**Placed cells, one color a class**

Fill, decap, tap and diode cells in gray.
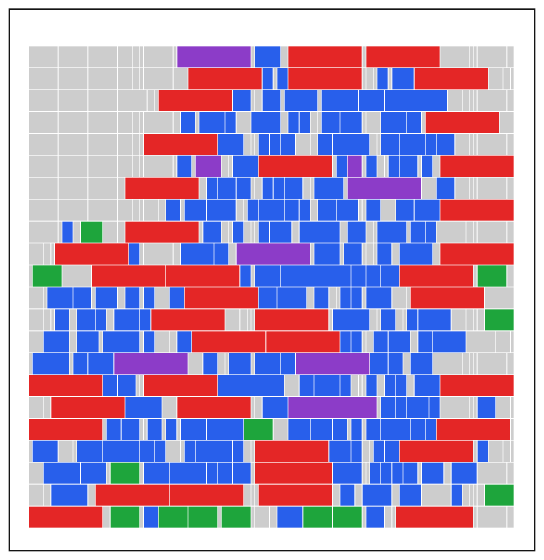
**Wire density map**

The die is cut into 13 by 13 equal tiles; dark blue is low, red is high, scaled to the fullest tile. Values are wire area over tile area, all layers added.
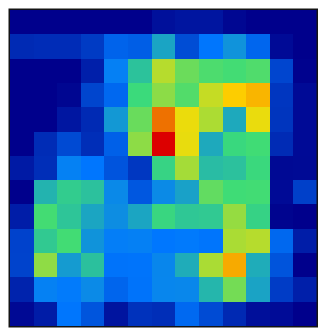
==> config.mk <==
export PLATFORM = sky130hd
export DESIGN_NAME = parking_sensor_gen
export DESIGN_NICKNAME = d
export VERILOG_FILES = /design/src/rtl/parking_sensor_gen.sv
export SDC_FILE = /design/constraint.sdc
export NUM_CORES = 1
export LEC_CHECK = 0
export CAP_MARGIN = 20
export CORE_AREA = 2 2 63 65
export CTS_BUF_LIST = sky130_fd_sc_hd__clkbuf_16
export CTS_CLUSTER_DIAMETER = 50
export DETAILED_ROUTE_END_ITERATION = 8
export DIE_AREA = 0 0 65 67
export PLACE_DENSITY = 0.86
export SLEW_MARGIN = 0
export SYNTH_ARGS = -nofsm -noshare
export SYNTH_HDL_FRONTEND = slang
export SYNTH_SLANG_ARGS = --single-unit
==> constraint.sdc <==
create_clock -name clk -period 9.1 [get_ports clk]
set_input_delay 0.91 -clock clk [delete_from_list [all_inputs] [get_ports clk]]
set_output_delay 0.91 -clock clk [all_outputs]
set_load 0.03 [all_outputs]
==> run_results.csv <==
group,metric,value,unit
status,outcome,"finished clean",
critical_path,slowest_stage,"dfrtp_1",
place,port_buffers,12,
synthesis,edf_count,0,
global_route,grt_max_degree,40,
final_timing,rsz0062_at_grt,"false",
final_timing,setup-violations-final,0,
route,dr_total_vias,1833,
synthesis,synth_cell_types,59,
cts,cts-resized-gates,0,
critical_path,cp_cell_sequence,"inv_1, ha_1, nor4b_4, and2_1, nand2_2, a21oi_2, ha_1, ha_1, xnor2_1, and2_1, ha_1, ha_1, inv_1, xnor2_1, and2_1, nand3_1, a21boi_0, a311oi_1",
synthesis,synthFlopType,"dfrtp_1",
final_timing,skew,0.00533,ns
synthesis,synth_area,2280,um^2
final_layout,final_cell_mix,"dfrtp_1, nor2_1, a21oi_1",
critical_path,cp_data_required_time,9.25,ns
pwr,cellPowerDensity,213,nW/um^2
cts,clk_pin_slew_worst_paths,0.06,ns
pwr,ir_drop,220,uV
job,cap_violations,0,
cts,cts_buffers,5,
critical_path,crit_type,"register to register",
die,fp_util,63.4,%
global_route,antenna_found_initial,0,
die,io_pins,13,
route,antenna_left,0,
critical_path,r2r_slack,5.01,ns
final_layout,mi_logic_area,1240,um^2
synthesis,ys_seq_share,42.8,%
final_layout,nets,262,
route,first_iter_violations,181,
critical_path,critPathArrivalTime,4.24,ns
pwr,cellLeakagePower,1.05,nW
synthesis,syn_area_per_cell,9.76,um^2
cts,hold_buffers,0,
worst_hold_path,holdPathStages,1,
cts,tritoncts,"built",
final_timing,fmax,245,MHz
final_layout,largest_reg_flops,19,
global_route,grt_pass1_vias,1766,
place,hpwlAfterDp,3.26,mm
cts,clock-sinks,39,
final_layout,fillers,256,
global_route,overflow,0,
global_route,grt_pass1_wl,7.93,mm
synthesis,synth_flops,39,
cts,htreeDepth,2,
route,drc,0,
critical_path,worst_path_most_repeated_cell,"ha_1",
final_layout,regArea,978,um^2
final_timing,drv_slew,0,
critical_path,critical_path_buf_inv_count,2,
die,die_x,65,um
synthesis,synth.yosys.warnings,0,
synthesis,yosys_area,2280,um^2
synthesis,post-synth-top-area-cell,"dfrtp_1",
synthesis,postSynthCellCount,234,
final_timing,slew_headroom,60.4,%
final_layout,synthToLayoutAreaGrowth,14.2,%
cts,clk_root_buffer_cell,"clkbuf_16",
synthesis,yosys-top-cells-area,"dfrtp_1, ha_1, a21oi_1",
final_timing,finalCritPeriodShare,44.9,%
critical_path,cp_num_cells,18,
die,die_area,4360,um^2
final_layout,num_antenna_cells,0,
final_timing,min_period,4.09,ns
route,post_drt_via_cell_ratio,6.17,
worst_hold_path,hold_path_class,"register to register",
critical_path,cp_top_family,"simple AND/OR/NAND/NOR gates",
place,gp_congestion,0.876,
die,die_h,67,um
final_timing,tns,0,ns
cts,cts_buffer_depth,2,
critical_path,critical-path-max-stage-delay,0.40,ns
synthesis,synth_top_area_share,40.5,%
synthesis,synthArstFlopShare,100,%
critical_path,cp_max_fo,8,
final_timing,tightestPinTransition,0.593,ns
cts,cts_setup_buffers,0,
pwr,p_total,0.555,mW
route,dr.pass1.iters,4,
final_layout,lay_top_count,"dfrtp_1",
critical_path,rr_worst_depth,18,
final_timing,hold_viol_final,0,
critical_path,cp-end-kind,"register",
cts,clk_latency,0.28,ns
job,tool_warnings,26,
synthesis,yosys_cells,234,
synthesis,synth_nets,248,
final_layout,drive_gt1_share,12.0,%
critical_path,crit_path_start_kind,"register",
route,routed_wl,4.60,mm
-- 'placed cells, one color a class' (at the start) --
| color | class | cells | share of their area |
|---|---|---|---|
| green | remaining buffers and delay cells | 13 | 5.0% |
| red | registers | 39 | 38% |
| purple | clock drivers and dummy loads | 8 | 6.6% |
| blue | remaining logic cells | 189 | 50% |
core box area: 3610 um^2
Final Core Density: 72.3%
Cell Rows: 22
Design Area, Final: 2610 um^2

-- 'wire density map' (at the start) --
densest ninth of the die: middle
fullest tile: 0.63
emptiest ninth of the die: top left
tiles over half the peak: 19%
GRT Overall Usage: 24.2%
WL per Instance: 15.5 um

==> layout make-up <==
class	count	area share, %
Timing Repair Buffer	13	4.89
Tap cell	48	2.30
Clock inverter	3	1.68
Clock buffer	5	4.80
Multi-Input combinational cell	179	47.4
Sequential cell	39	37.5
Inverter	10	1.44
==> synthesized netlist by cell type, types with 3 or more instances <==
library cell  number
mux2i_1            3
a21oi_1           22
nor2b_1            3
o21ai_0            6
and2_1             3
nor2_1            28
ha_1              10
a21o_1             3
xor2_1             6
nand2_1           15
inv_1             10
xnor2_1           11
or3_1              5
dfrtp_1           37
a211oi_1           4
nor3_1             6
nand3_1            5
==> per-stage QoR <==
stage	std cells	setup slack [ns]	cell area [um^2]	hold WS, ns
6_report	297	5.01	2610	0.483
5_1_grt	297	4.66	2610	0.503
4_1_cts	297	5.05	2610	0.491
3_5_place_dp	289	5.09	2440	0.485
3_3_place_gp	289	5.32	2440	0.473
2_1_floorplan	234	5.55	2280	0.446
==> cell families (layout without fill, tap and decap cells) <==
family / after synthesis / after routing / synth area share (%)
adder cells (fa/ha/maj): 12 / 12 / 6.35
multiplexers: 5 / 5 / 2.79
AND-OR/OR-AND: 55 / 55 / 15.6
AND/OR/NAND/NOR: 90 / 90 / 22.8
XOR/XNOR: 17 / 17 / 6.52
buffers and inverters: 16 / 31 / 3.07
flip-flops: 39 / 39 / 42.8
==> metal layers <==
metal  vias up  part of all wire, %  global-route usage, %
met5         -                    0                      0
li1        877                    -                      -
met1       900                   47                   30.2
met2        48                   47                   41.0
met3         8                  4.6                   5.74
met4         0                  1.6                   8.51
==> power breakdown <==
group | internal (mW) | total (mW) | switching (mW)
clock network | 0.129 | 0.197 | 0.0676
logic | 0.0623 | 0.143 | 0.0804
registers | 0.195 | 0.216 | 0.0204
Power and IR drop assume default switching activity.
